==> config.mk <==
export PLATFORM = sky130hd
export DESIGN_NAME = fifo1
export DESIGN_NICKNAME = d
export VERILOG_FILES = /design/src/rtl/fifomem.sv /design/src/rtl/fifo1.sv
export SDC_FILE = /design/constraint.sdc
export NUM_CORES = 1
export LEC_CHECK = 0
export CAP_MARGIN = 15
export CORE_AREA = 3 3 97 99
export DETAILED_ROUTE_END_ITERATION = 7
export DIE_AREA = 0 0 100 102
export PLACE_DENSITY = 0.8
export SYNTH_ARGS = -nofsm -noshare
export SYNTH_HDL_FRONTEND = slang
export SYNTH_SLANG_ARGS = --single-unit
==> constraint.sdc <==
create_clock -name wclk -period 4.2 [get_ports wclk]
set_clock_uncertainty 0.1 [all_clocks]
set_input_delay 1.26 -clock wclk [delete_from_list [all_inputs] [get_ports wclk]]
set_output_delay 1.26 -clock wclk [all_outputs]
set_load 0.02 [all_outputs]
==> src/rtl/fifomem.sv <==
// Storage for fifo1: 2**ASIZE x DSIZE words, synchronous write, asynchronous read.
// Contents are deliberately not reset.
module fifomem #(
    parameter int DSIZE = 8,
    parameter int ASIZE = 4
) (
    input  logic             wclk,
    input  logic             wclken,
    input  logic [ASIZE-1:0] waddr,
    input  logic [DSIZE-1:0] wdata,
    input  logic [ASIZE-1:0] raddr,
    output logic [DSIZE-1:0] rdata
);

    localparam int DEPTH = 1 << ASIZE;

    logic [DSIZE-1:0] mem [DEPTH];

    always_ff @(posedge wclk) begin
        if (wclken) mem[waddr] <= wdata;
    end

    // Combinational read gives first-word-fall-through at the top level.
    assign rdata = mem[raddr];

endmodule

==> src/rtl/fifo1.sv <==
// Single-clock FIFO. The pointers carry one extra wrap bit, and both flags are
// registered from the next-state pointers, so they settle on the same edge as the data.
module fifo1 #(
    parameter int DSIZE = 8,
    parameter int ASIZE = 4
) (
    input  logic             wclk,
    input  logic             wrst,
    input  logic [DSIZE-1:0] wdata,
    input  logic             winc,
    input  logic             rinc,
    output logic [DSIZE-1:0] rdata,
    output logic             wfull,
    output logic             rempty
);

    logic [ASIZE:0] wptr_q, wptr_d;
    logic [ASIZE:0] rptr_q, rptr_d;
    logic           wfull_q, wfull_d;
    logic           rempty_q, rempty_d;
    logic           do_write, do_read;

    always_comb begin
        do_write = winc & ~wfull_q;
        do_read  = rinc & ~rempty_q;
        wptr_d   = wptr_q + {{ASIZE{1'b0}}, do_write};
        rptr_d   = rptr_q + {{ASIZE{1'b0}}, do_read};
        rempty_d = (wptr_d == rptr_d);
        // Full means the write pointer is exactly one lap ahead of the read pointer.
        wfull_d  = (wptr_d[ASIZE] != rptr_d[ASIZE]) &&
                   (wptr_d[ASIZE-1:0] == rptr_d[ASIZE-1:0]);
    end

    always_ff @(posedge wclk or posedge wrst) begin
        if (wrst) begin
            wptr_q   <= '0;
            rptr_q   <= '0;
            wfull_q  <= 1'b0;
            rempty_q <= 1'b1;
        end else begin
            wptr_q   <= wptr_d;
            rptr_q   <= rptr_d;
            wfull_q  <= wfull_d;
            rempty_q <= rempty_d;
        end
    end

    assign wfull  = wfull_q;
    assign rempty = rempty_q;

    fifomem #(
        .DSIZE (DSIZE),
        .ASIZE (ASIZE)
    ) u_mem (
        .wclk   (wclk),
        .wclken (do_write),
        .waddr  (wptr_q[ASIZE-1:0]),
        .wdata  (wdata),
        .raddr  (rptr_q[ASIZE-1:0]),
        .rdata  (rdata)
    );

endmodule

==> results.py <==
# Flow results
metrics = {
    "clock_tree": {
        "cts_tree": "done",
        "cts_root_buf": "clkbuf_8",
        "post_cts_buffers": 4,
        "cts_hold_buf": 0,
        "clock-sinks": 140,
        "numCtsBuffers": 17,
        "clockBufferDepth": 2,
        "clkLatencyLatePin_ns": 0.51,
        "ctsResizeCount": 1,
        "h-tree-depth": 4,
        "clkTransAtPathRegs_ns": 0.06,
    },
    "grt": {
        "grt_antenna_before_repair": 0,
        "grt_max_degree": 35,
        "grt_pass1_vias": 2881,
        "grt_pass1_wl_um": 17000,
        "grt-ovfl-total": 0,
        "grtUsageMet2_pct": 38.38,
        "gr-usage-all-layers_pct": 24.06,
    },
    "run": {
        "max_cap_viol_count": 0,
        "warnings": 26,
    },
    "setup_path": {
        "cp.arrival_ns": 2.70,
        "crit_slowest_cell": "mux4_1",
        "r2r-start": "rptr_q[0]",
        "start_kind": "register",
        "endpoint": "rdata[1]",
        "cp_num_buf_inv": 2,
        "cp_data_required_time_ns": 2.84,
        "path_delay_family": "buffers and inverters",
        "crit_path_end_kind": "primary output",
        "cp-startpoint": "rptr_q[0]",
        "timing.setup.critical_path_class": "reg -> out",
        "cpPeakStageDelay_ns": 0.56,
        "r2r_cells": 7,
        "path_max_fanout": 9,
        "worstSetupPathDepth": 5,
        "rr_endpoint": "wfull",
        "path_cells": "buf_4, mux4_1, a22oi_1, nand2_1, clkdlybuf4s50_1",
        "r2r_setup_slack_ns": 1.84,
    },
    "synth": {
        "ys_seq_share_pct": 75.28,
        "synth.avg_cell_area_um2": 21.02,
        "area_leaders": "edfxtp_1, mux4_2, mux4_1, dfrtp_1, a22oi_1",
        "ys_sh_mux_pct": 14.04,
        "async_reset_ff_share_pct": 8.571,
        "synth_warnings": 0,
        "synth.top_cell.area_share_pct": 69.80,
        "synth_flops": 140,
        "ys_chip_area_um2": 5507,
        "ys_types": 28,
        "yosysCellCount": 262,
        "synth_adder_area_share_pct": 0.9089,
        "postSynthCellCount": 262,
        "netlist_area_um2": 5507,
        "synthAoiAreaFrac_pct": 2.181,
        "edf_count": 128,
        "top_area_cell": "edfxtp_1",
        "synth.logic.top_family": "multiplexers",
        "ys_sh_xor_pct": 1.750,
        "ys_sh_simple_pct": 3.908,
        "top_cells_by_count": "edfxtp_1, mux4_2, a22oi_1",
        "ff_type": "edfxtp_1",
        "synth_top_cell_by_count": "edfxtp_1",
        "synth_nets": 278,
    },
    "sta": {
        "hold_viol": 0,
        "timing.hold.ws_ns": 0.4107,
        "max_freq_ghz": 0.2466,
        "period_minus_slack_ns": 4.056,
        "worstMarginPinSlew_ns": 0.7198,
        "timing.final.crit_share_pct": 96.57,
        "maxSlewHeadroom_pct": 51.84,
        "report.final.slew_viol_count": 0,
        "rsz0062_at_grt": "no",
        "tns_ns": 0,
        "setup_viol": 0,
        "setup_slack_ns": 0.1442,
    },
    "final_layout": {
        "drive_gt1_share_pct": 23.55,
        "final_cells": 435,
        "fin_nets": 330,
        "area_growth_pct": 18.68,
        "diodes": 0,
        "fill_cells": 460,
        "design_area_um2": 6535,
        "postLayoutCoreUtil_pct": 75.67,
    },
    "route": {
        "avgViaCountPerCell": 6.315,
        "dr.pass1.iters": 5,
        "drt_wl_total_um": 11150,
        "met2_length_um": 5486,
        "vias": 2747,
        "wl_met3_um": 809,
        "drt-initial-drc-count": 256,
        "drtAntennaViolNets": 0,
        "met1_length_um": 4506,
        "drt_drc_violations_left": 0,
        "top_layer": "met4",
    },
    "power": {
        "seqPwrFrac_pct": 38.6,
        "p_comb_share_pct": 31.2,
        "max-vdd-ir-drop_mv": 0.4478,
        "top_power_group": "registers",
        "pg_clk_w": 0.00144,
        "total_power_w": 0.004778,
        "power_density_nw_per_um2": 731.2,
        "pg_comb_w": 0.00149,
        "clkPwrFrac_pct": 30.2,
        "leakagePower_nw": 2.265,
        "swShare_pct": 31.12,
        "seq_power_w": 0.00184,
        "switchingPower_w": 0.001487,
        "power.internal_w": 0.003291,
    },
    "outcome": {
        "status": "completed",
    },
    "floorplanning": {
        "fp_util_pct": 63.76,
        "die_w_um": 100,
        "io_pins": 22,
        "num_rows": 34,
        "fp.dieH_um": 102,
        "dieArea_um2": 10200,
        "coreArea_um2": 8636,
    },
    "placed_design": {
        "place_area_um2": 5921,
        "post-place-ws_ns": 0.4825,
        "port_buffers": 21,
        "gp_congestion": 0.7650,
        "hpwl_um": 6870,
        "dp_cells": 399,
    },
    "hold_path": {
        "holdPathEnd": "wptr_q[4]",
        "min_path_type": "reg -> reg",
        "holdPathStages": 2,
        "min_from": "wptr_q[4]",
    },
}
[placed cells by master, fill, tap and decap left out, drive strengths merged, types with 9 or more instances in the layout]
cell type	n
a22oi	16
buf	24
clkbuf	18
clkdlybuf4s50	21
dfrtp	11
edfxtp	128
inv	9
mux4	32
nand2	9
nor2	13
xor2	9
[registers in the layout, summed over array words and instances, names as in the netlist]
name,count
rptr_q,5
u_mem.mem,128
wfull,1
rempty,1
wptr_q,5
[area by class of cell]
type | instances | area (um2) | area share [%]
Timing Repair Buffer | 45 | 402.9 | 6.165
Clock inverter | 14 | 158.9 | 2.432
Multi-Input combinational cell | 107 | 1260 | 19.28
Sequential cell | 140 | 4149 | 63.49
Clock buffer | 18 | 417.9 | 6.395
Inverter | 3 | 11.26 | 0.1723
Tap cell | 108 | 135.1 | 2.068
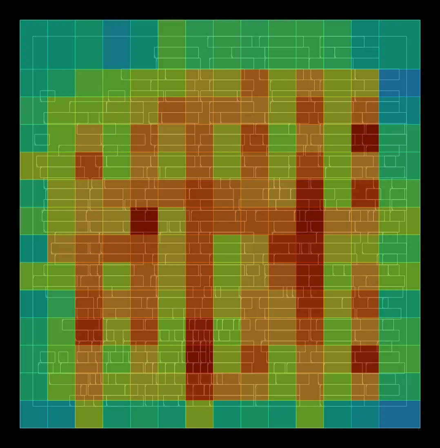
(routing congestion map)
met3 GRT Util: 6.758%
Avg WL per Cell: 25.62 um
global routing's busiest layer: met2
GR Layer Usage met1: 32.02%

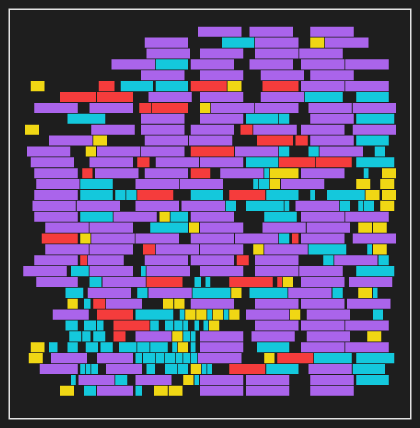
(cells coloured by class)
(4 px per um)
class	colour	cells	share of their area
clock drivers and dummy loads	red	32	9.0%
sequential cells	purple	140	65%
remaining buffers and delay cells	yellow	45	6.3%
remaining logic cells	cyan	110	20%

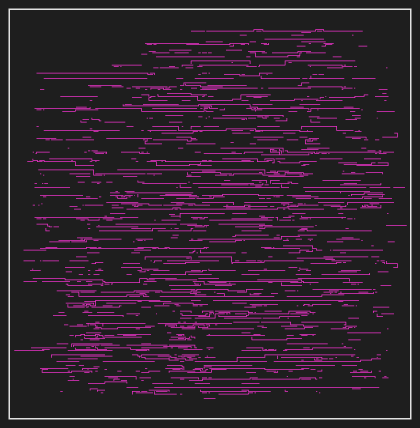
(signal wires on met1)
(4 px per um)
nets with wire on the layer	314
main direction	horizontal
share of all routed wire	40%

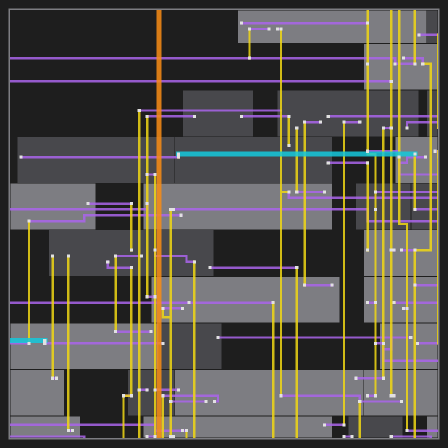
(layout detail)
Window x 12 to 37, y 64 to 89 um. Cells in grey, sequential cells in the stronger grey; small squares are vias.
layer	colour
M4	orange
M2	yellow
M3	cyan
M1	purple
sequential cells in the window	5
netlist names of flops here include	`u_mem.mem` (5)
most frequent	edfxtp_1 (5), clkbuf_16 (2)
cells with their middle in the window	13

Power and IR drop assume default switching activity.
